## config.mk

```make
export PLATFORM = sky130hd
export DESIGN_NAME = req_priority_arbiter
export DESIGN_NICKNAME = d
export VERILOG_FILES = /design/src/rtl/req_priority_arbiter.sv
export SDC_FILE = /design/constraint.sdc
export NUM_CORES = 1
export LEC_CHECK = 0
export ABC_AREA = 1
export CAP_MARGIN = 20
export CORE_ASPECT_RATIO = 1.25
export CORE_MARGIN = 2
export CORE_UTILIZATION = 50
export DETAILED_ROUTE_END_ITERATION = 10
export GPL_ROUTABILITY_DRIVEN = 0
export PLACE_DENSITY_LB_ADDON = 0.12
export SLEW_MARGIN = 5
export SYNTH_ARGS = -nofsm -noshare
export SYNTH_HDL_FRONTEND = slang
export SYNTH_SLANG_ARGS = --single-unit
```

## constraint.sdc

```tcl
create_clock -name clk -period 2.2 [get_ports clk]
set_input_delay 0.44 -clock clk [delete_from_list [all_inputs] [get_ports clk]]
set_output_delay 0.44 -clock clk [all_outputs]
set_load 0.02 [all_outputs]
```

## src/rtl/req_priority_arbiter.sv

```systemverilog
// req_priority_arbiter
// Sequential fixed-priority arbiter. The highest-index eligible requester wins.
// A grant is held until the owner releases its request or the hold limit expires.
// An owner that times out is masked until it drops its request, so it cannot starve the others.
// A dead GAP cycle always separates two owners.
// All outputs are registered; there is no combinational path from req to gnt.

module req_priority_arbiter #(
    parameter int NREQ     = 8,
    parameter int IDW      = 3,
    parameter int MAX_HOLD = 16
) (
    input  logic            clk,
    input  logic            rst_n,
    input  logic            en,
    input  logic [NREQ-1:0] req,
    output logic [NREQ-1:0] gnt,
    output logic [IDW-1:0]  gnt_id,
    output logic            gnt_valid,
    output logic            timeout
);

    localparam int CW = $clog2(MAX_HOLD + 1);

    typedef enum logic [1:0] {
        IDLE  = 2'd0,
        GRANT = 2'd1,
        GAP   = 2'd2
    } state_t;

    state_t          state;
    state_t          state_nxt;
    logic [CW-1:0]   hold_cnt;
    logic [CW-1:0]   hold_cnt_nxt;
    logic [NREQ-1:0] mask;
    logic [NREQ-1:0] mask_nxt;
    logic [NREQ-1:0] mask_set;
    logic [NREQ-1:0] elig;
    logic [NREQ-1:0] gnt_nxt;
    logic [IDW-1:0]  win_id;
    logic [IDW-1:0]  gnt_id_nxt;
    logic            gnt_valid_nxt;
    logic            timeout_nxt;
    logic            owner_req;

    assign elig      = req & ~mask;
    assign owner_req = req[gnt_id];

    // Highest-index eligible requester wins; later iterations override earlier ones.
    always_comb begin
        win_id = '0;
        for (int i = 0; i < NREQ; i++) begin
            if (elig[i]) begin
                win_id = IDW'(i);
            end
        end
    end

    // Next-state, next-output and mask update for the IDLE/GRANT/GAP machine.
    always_comb begin
        state_nxt     = state;
        gnt_nxt       = '0;
        gnt_id_nxt    = '0;
        gnt_valid_nxt = 1'b0;
        timeout_nxt   = 1'b0;
        hold_cnt_nxt  = '0;
        mask_set      = '0;

        case (state)
            IDLE: begin
                if (en && (elig != '0)) begin
                    state_nxt     = GRANT;
                    gnt_nxt       = NREQ'(1) << win_id;
                    gnt_id_nxt    = win_id;
                    gnt_valid_nxt = 1'b1;
                    hold_cnt_nxt  = CW'(1);
                end
            end

            GRANT: begin
                if (!owner_req) begin
                    // Normal release wins over a timeout on the same cycle.
                    state_nxt = GAP;
                end else if (hold_cnt == CW'(MAX_HOLD)) begin
                    state_nxt        = GAP;
                    timeout_nxt      = 1'b1;
                    mask_set[gnt_id] = 1'b1;
                end else begin
                    gnt_nxt       = gnt;
                    gnt_id_nxt    = gnt_id;
                    gnt_valid_nxt = 1'b1;
                    hold_cnt_nxt  = hold_cnt + CW'(1);
                end
            end

            GAP: begin
                state_nxt = IDLE;
            end

            default: begin
                state_nxt = IDLE;
            end
        endcase

        // A mask bit survives only while its request stays high.
        mask_nxt = (mask & req) | mask_set;
    end

    // Register state, counter, mask and all outputs; async reset drops everything at once.
    always_ff @(posedge clk or negedge rst_n) begin
        if (!rst_n) begin
            state     <= IDLE;
            hold_cnt  <= '0;
            mask      <= '0;
            gnt       <= '0;
            gnt_id    <= '0;
            gnt_valid <= 1'b0;
            timeout   <= 1'b0;
        end else begin
            state     <= state_nxt;
            hold_cnt  <= hold_cnt_nxt;
            mask      <= mask_nxt;
            gnt       <= gnt_nxt;
            gnt_id    <= gnt_id_nxt;
            gnt_valid <= gnt_valid_nxt;
            timeout   <= timeout_nxt;
        end
    end

endmodule

```

Figure 1. The metal 1 layer.
The bar under the picture is 20 um long. Supply wires on this layer in grey.
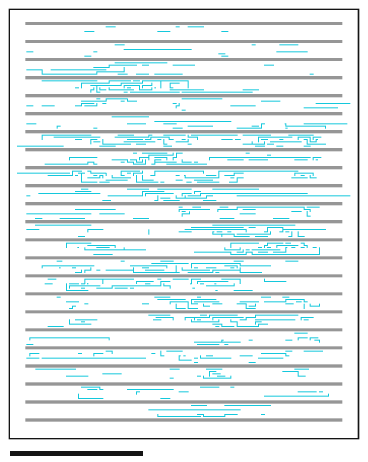
- main direction: horizontal
- longest straight run: 17.0 um
- share of all routed wire: 43%
- wire length on this layer: 1300 um
- nets with wire on the layer: 205
met1 usage: 26.29%
Routed WL: 3.008 mm
vias: 1263

Figure 2. Met2 routing.
Cells faint in the background.
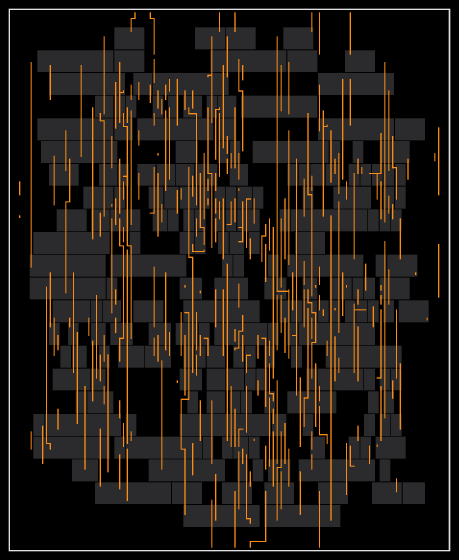
- share of all routed wire: 50%
- wire length on this layer: 1520 um
met2 Usage GRT: 35.94%

==> run_results.csv <==
group,metric,value,unit
grt,met3_usage,2.995,%
final_timing,drv_slew,0,
clock_network,cts_resized,0,
setup_path,reg2reg_from,"gnt_id[0]",
power_and_ir_drop,switchingPower,0.6990,mW
grt,antenna_found_initial,0,
drt,routed.top_layer,"met4",
final_layout,combGateArea,639.4,sq um
drt,postRouteAntennaNets,0,
power_and_ir_drop,pg_clk,0.335,mW
setup_path,cp_max_fo,13,
drt,drt_iter0_drc,27,
final_timing,whs,0.4576,ns
logic_synthesis,synth_cells,186,
grt,gr-total-overflow,0,
setup_path,worstPathRequired,1.76,ns
logic_synthesis,edf_count,0,
final_layout,sh_comb_area,35.76,%
power_and_ir_drop,p_int,1.041,mW
place,hpwl,2.276,mm
logic_synthesis,avgSynthCellArea,7.897,sq um
final_layout,seq-cell-share,39.19,%
place,placed_cell_area,0.001735,sq mm
setup_path,cpLargestDelayFamily,"buffers and inverters",
logic_synthesis,largest_area_cell,"dfrtp_1",
floorplanning,fp_util,51.31,%
job,maxCapViolCount,0,
power_and_ir_drop,powerDensity,973.2,mW/mm^2
setup_path,critPathSlowestCell,"clkdlybuf4s50_1",
logic_synthesis,synth-seq-cells,28,
logic_synthesis,async_reset_ff_share,100.0,%
logic_synthesis,top_area_share,47.70,%
final_timing,fin_ws,0.1214,ns
logic_synthesis,xor_area_share,1.789,%
power_and_ir_drop,p_seq,0.690,mW
clock_network,root_buffer,"clkbuf_4",
final_layout,fin_cells,248,
floorplanning,taps,36,
status,outcome,"completed",
final_layout,final_cell_mix,"64 x nand2_1, 28 x dfrtp_1, 26 x inv_1",
power_and_ir_drop,p_leak,0.9002,nW
final_layout,flops,28,
setup_path,start_kind,"register",
clock_network,clk_latency,0.33,ns
place,numPortBuffers,23,
logic_synthesis,top_cell,"nand2_1",
final_layout,largestRegisters,"gnt x8, mask x8, hold_cnt x5",
final_timing,grt_setup_unrepaired,"false",
setup_path,path_class,"register to primary output",
setup_path,critical_path.cell_chain,"clkdlybuf4s50_1",
clock_network,htree_levels,1,
logic_synthesis,yosysChipArea,0.001469,sq mm
final_layout,area_growth_syn_to_layout,21.72,%
final_layout,logic_gates,128,
clock_network,clk_path_buf_depth,2,
power_and_ir_drop,pg_comb,0.716,mW
final_layout,fin_nets,226,
setup_path,ff2ff_setup_slack,0.46,ns
final_layout,clock_area_share,2.939,%
job,warnings,27,
setup_path,cp.depth,1,
floorplanning,coreArea,0.002863,sq mm
logic_synthesis,top_cells_by_count,"64 x nand2_1, 28 x dfrtp_1, 26 x inv_1",
place,place_ws,0.2894,ns
grt,grt_pass1_vias,1208,
power_and_ir_drop,p_seq_share,39.6,%
setup_path,r2r_end,"mask[7]",
drt,wl_per_cell,12.13,um
